==> config.mk <==
export PLATFORM = sky130hd
export DESIGN_NAME = rmw_accum_flat
export DESIGN_NICKNAME = d
export VERILOG_FILES = /design/src/rtl/rmw_accum_if.sv /design/src/rtl/rmw_accum.sv /design/src/flat_wrapper.sv
export SDC_FILE = /design/constraint.sdc
export NUM_CORES = 1
export LEC_CHECK = 0
export CAP_MARGIN = 15
export CORE_MARGIN = 1
export CORE_UTILIZATION = 40
export DETAILED_ROUTE_END_ITERATION = 8
export GPL_ROUTABILITY_DRIVEN = 0
export HOLD_SLACK_MARGIN = 0.15
export MAX_ROUTING_LAYER = met4
export PLACE_DENSITY_LB_ADDON = 0.3
export SLEW_MARGIN = 40
export SYNTH_ARGS = -nofsm -noshare
export SYNTH_HDL_FRONTEND = slang
export SYNTH_SLANG_ARGS = --single-unit
==> constraint.sdc <==
create_clock -name clk -period 5.5 [get_ports clk]
set_input_delay 0.55 -clock clk [delete_from_list [all_inputs] [get_ports clk]]
set_output_delay 0.55 -clock clk [all_outputs]
set_load 0.1 [all_outputs]
Run 1, a small window of the routed layout:
Window x 116 to 136, y 116 to 136 um. Cells in gray, sequential cells in the stronger gray; small squares are vias.
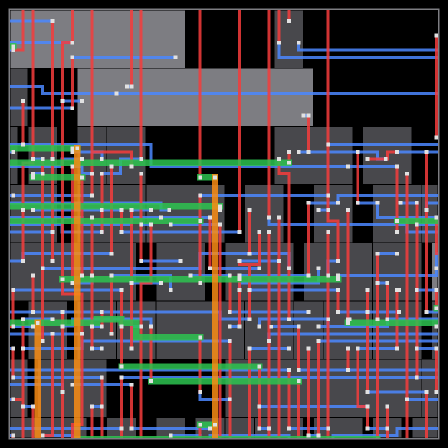
[metal 1] blue
[metal 4] orange
[metal 3] green
[metal 2] red
cells with their middle in the window: 29
most frequent: nand3_1 (4), and3_1 (4), xnor2_1 (3)
sequential cells in the window: 2

Run 1, the metal 2 layer:
Drawn at 2 px/um.
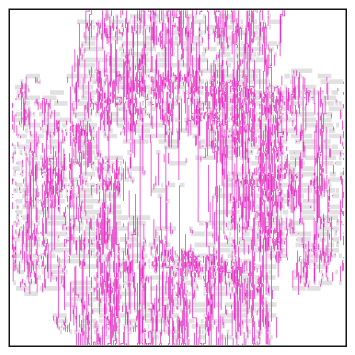
wire length on this layer: 16400 um
longest straight run: 84.0 um
vias post-DR: 10300
met2 Resource Use GR: 40.0%
WL final: 34200 um

Run 1, the clock network:
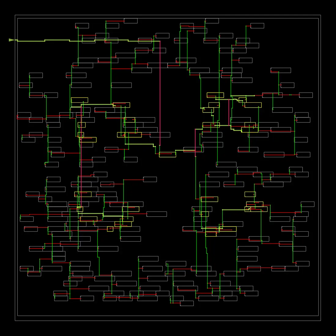
flip-flops: 196
clk sinks: 196

Run 1, port wiring:
Drawn at 2 px/um.
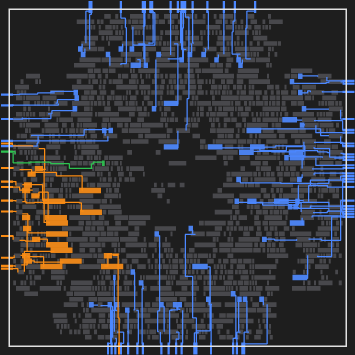
[bus_in_ready] green | bits: 1 | direction: output | end cells: 1 | buffers: 1 | wire: 60.2 um
[ram_w_data] blue | bits: 64 | direction: output | end cells: 64 | buffers: 64 | wire: 2140 um
[bus_in_key] orange | bits: 11 | direction: input | end cells: 22 | buffers: 11 | wire: 397 um
IO Pins: 262
IO Port Bufs: 261

==> impl_metrics.env, run 1 <==
# source this file to load flow results
export IMPL_postLayoutSetupSlackWorst_ns=0.194
export IMPL_drive_gt1_share_pct=19.5
export IMPL_synth_seq_cells=196
export IMPL_clk_share_pct=4.19
export IMPL_post_cts_buffers=0
export IMPL_clock_buffers=17
export IMPL_drv_cap=0
export IMPL_pg_comb_w=0.000303
export IMPL_synth_area_top_cells="edfxtp_1, dfxtp_1, nand2_1, a21oi_1, xnor2_1"
export IMPL_grt_pass1_wl_um=53500
export IMPL_logic_area_um2=5930
export IMPL_edf_count=102
export IMPL_p_sw_w=0.000876
export IMPL_path_buffers=3
export IMPL_finalCritPeriodShare_pct=96.5
export IMPL_p_total_w=0.00316
export IMPL_cp_max_fo=17
export IMPL_async_flop_share_pct=0
export IMPL_dieWidth_um=168
export IMPL_yosys_warnings=0
export IMPL_worst_slew_pin_slew_ns=0.801
export IMPL_yosys_area_um2=11000
export IMPL_p_clk_w=0.00132
export IMPL_route_met2_wl_um=16400
export IMPL_finalHoldViolCount=0
export IMPL_top_layer_used="met4"
export IMPL_slew_limit_headroom_pct=46.6
export IMPL_ctsLongestPathBuffers=2
export IMPL_crit_top_cell="nand2_1"
export IMPL_antenna_found_initial=0
export IMPL_syn_nets=1350
export IMPL_hold_class="flip-flop to flip-flop"
export IMPL_clock_latency_ns=0.45
export IMPL_use_met3_pct=3.99
export IMPL_nets=1586
export IMPL_drcViolationCount=0
export IMPL_ys_cells=1236
export IMPL_hold_depth=2
export IMPL_postRouteAntennaNets=0
export IMPL_cp_slowest_cell="or3_4"
export IMPL_synthTopCellsByCount="nand2_1, a21oi_1, edfxtp_1"
export IMPL_worstPathCellList="xnor2_1 > nand4_1 > or3_4 > nand2_1 > nand2_1 > ha_1 > inv_1 > fa_1 > nor2b_1 > o31a_1 > a221oi_2 > a21oi_1 > buf_4 > or2_2 > nand3_1 > xor2_1 > a211oi_2 > buf_12"
export IMPL_htreeDepth=4
export IMPL_fill_cells=2376
export IMPL_drt_iter0_drc=825
export IMPL_overflow=0
export IMPL_criticalPathCategory="flip-flop to output pin"
export IMPL_synth_avg_cell_area_um2=8.89
export IMPL_synthToLayoutAreaGrowth_pct=34.5
export IMPL_period_needed_ns=5.31
export IMPL_crit_family="simple AND/OR/NAND/NOR gates"
export IMPL_grt_use_total_pct=24.9
export IMPL_status="finished, final reports clean"
export IMPL_netlist_logic_family_top="simple AND/OR/NAND/NOR gates"
export IMPL_cts_root_buffer="clkbuf_16"
export IMPL_place_ws_ns=0.356
export IMPL_synth_area_um2=11000
export IMPL_crit_arrival_ns=4.76
export IMPL_max_stage_delay_ns=0.49
export IMPL_seq_share_pct=33.5
export IMPL_dp_hpwl_um=24300
export IMPL_cp_start_kind="flip-flop"
export IMPL_worst_path_stages=18
export IMPL_grt_max_degree=90
Run 1, wiring by layer:
Drawn at 3 px/um. Two of the layers only.
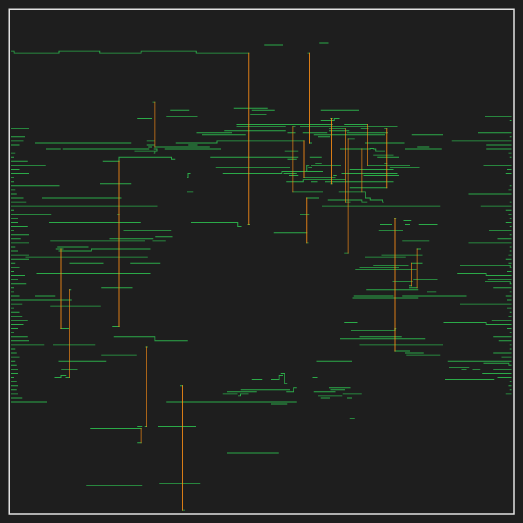

==> run 2: changes to the inputs <==
CORE_MARGIN = default   (was 1)
GPL_TIMING_DRIVEN = 0   (was default)
Run 2, wiring by layer:
Drawn at 3 px/um. Two of the layers only.
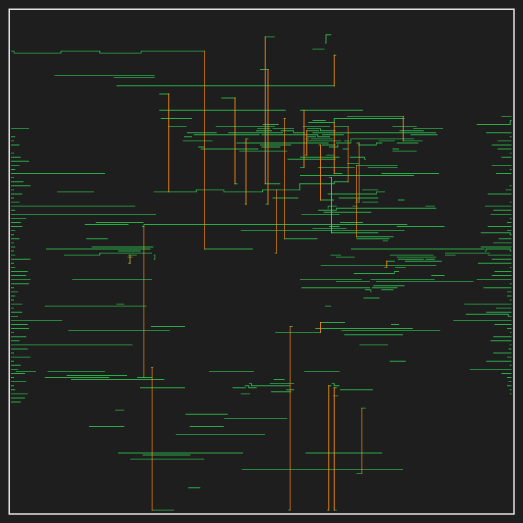
[metal 4] orange | wire length: 736 um
[metal 3] green | wire length: 3180 um
GRT Util Overall: 26.5%
WL per Instance: 19.6 um

Run 2, the metal 2 layer:
Drawn at 2 px/um.
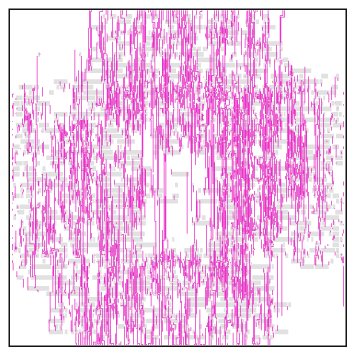
share of all routed wire: 46%
wire length on this layer: 16900 um
main direction: vertical
vias post-DR: 10600
WL final: 36900 um
met2 Resource Use GR: 41.1%

==> impl_metrics.env, run 2 <==
# source this file to load flow results
export IMPL_ff_count=196
export IMPL_comb_share_pct=41.9
export IMPL_p_int_w=0.00232
export IMPL_netlist_logic_family_top="simple AND/OR/NAND/NOR gates"
export IMPL_route_met2_wl_um=16900
export IMPL_p_total_w=0.00316
export IMPL_largest_class="multi-input combinational cells"
export IMPL_drv_slew=0
export IMPL_worstPathCellList="xnor2_2 > nand4_1 > or3_4 > buf_12 > buf_6 > nand2_1 > nand2_1 > ha_1 > and3_1 > a221o_1 > a31o_2 > buf_4 > or2_4 > nand3_1 > xor2_1 > a211oi_2 > buf_6"
export IMPL_synth_avg_cell_area_um2=8.89
export IMPL_period_needed_ns=5.41
export IMPL_drive_gt1_share_pct=20.3
export IMPL_worst_path_stages=17
export IMPL_async_flop_share_pct=0
export IMPL_synth_seq_cells=196
export IMPL_switching_share_pct=26.7
export IMPL_p_sw_w=0.000846
export IMPL_clock_latency_ns=0.45
export IMPL_grt_pass1_wl_um=56000
export IMPL_tool_warnings=28
export IMPL_hold_depth=2
export IMPL_drt_iter0_drc=943
export IMPL_clock_buffers=17
export IMPL_syn_inst=1236
export IMPL_edf_count=102
export IMPL_cp_max_fo=34
export IMPL_hold_class="flip-flop to flip-flop"
export IMPL_clock_sinks=196
export IMPL_ctsLongestPathBuffers=2
export IMPL_path_buffers=4
export IMPL_flop_cell="edfxtp_1"
export IMPL_grt_max_degree=58
export IMPL_powerSeq_w=0.00154
export IMPL_logic_gate_count=959
export IMPL_place_ws_ns=-1.11
export IMPL_clk_share_pct=4.16
export IMPL_top_layer_used="met4"
export IMPL_muxShareOfSynthArea_pct=5.83
export IMPL_nets=1640
export IMPL_yosys_area_um2=11000
export IMPL_grt_busiest_layer="met2"
export IMPL_seq_area_um2=4940
export IMPL_cp_start_kind="flip-flop"
export IMPL_viasPerCell=5.63
export IMPL_overflow=0
export IMPL_synth_area_um2=11000
export IMPL_status="finished, final reports clean"
export IMPL_syn_nets=1350
export IMPL_use_met3_pct=5.39
export IMPL_antenna_found_initial=0
export IMPL_reg2reg_depth=16
export IMPL_crit_family="simple AND/OR/NAND/NOR gates"
export IMPL_fill_cells=2423
export IMPL_crit_arrival_ns=4.86
export IMPL_top_cell_area_share_pct=27.9
export IMPL_criticalPathCategory="flip-flop to output pin"
export IMPL_synthToLayoutAreaGrowth_pct=32.4
export IMPL_synthTopCellsByCount="nand2_1, a21oi_1, edfxtp_1"
export IMPL_yosys_warnings=0
export IMPL_clk_pin_slew_ns=0.08
export IMPL_htreeDepth=4
export IMPL_cp_slowest_cell="edfxtp_1"
export IMPL_wl_met1_um=16000
export IMPL_dp_hpwl_um=27300
export IMPL_postLayoutSetupSlackWorst_ns=0.0921
export IMPL_worst_slew_pin_slew_ns=0.861
export IMPL_rows=60
export IMPL_postRouteAntennaNets=0
export IMPL_max_stage_delay_ns=0.50
export IMPL_drcViolationCount=0
export IMPL_drv_cap=0
export IMPL_ys_cells=1236
export IMPL_p_clk_w=0.00131
export IMPL_cts_root_buffer="clkbuf_16"
export IMPL_dieWidth_um=168
export IMPL_io_buffers=260
export IMPL_seq_share_pct=34.0
export IMPL_finalHoldViolCount=0
export IMPL_finalCritPeriodShare_pct=98.3
export IMPL_post_cts_buffers=6
export IMPL_pin_count=262
export IMPL_pg_comb_w=0.000315
export IMPL_logic_area_um2=6100
export IMPL_slew_limit_headroom_pct=42.6
export IMPL_fp_util_pct=40.8
export IMPL_synth_area_top_cells="edfxtp_1, dfxtp_1, nand2_1, a21oi_1, xnor2_1"
export IMPL_cp_required_ns=4.95
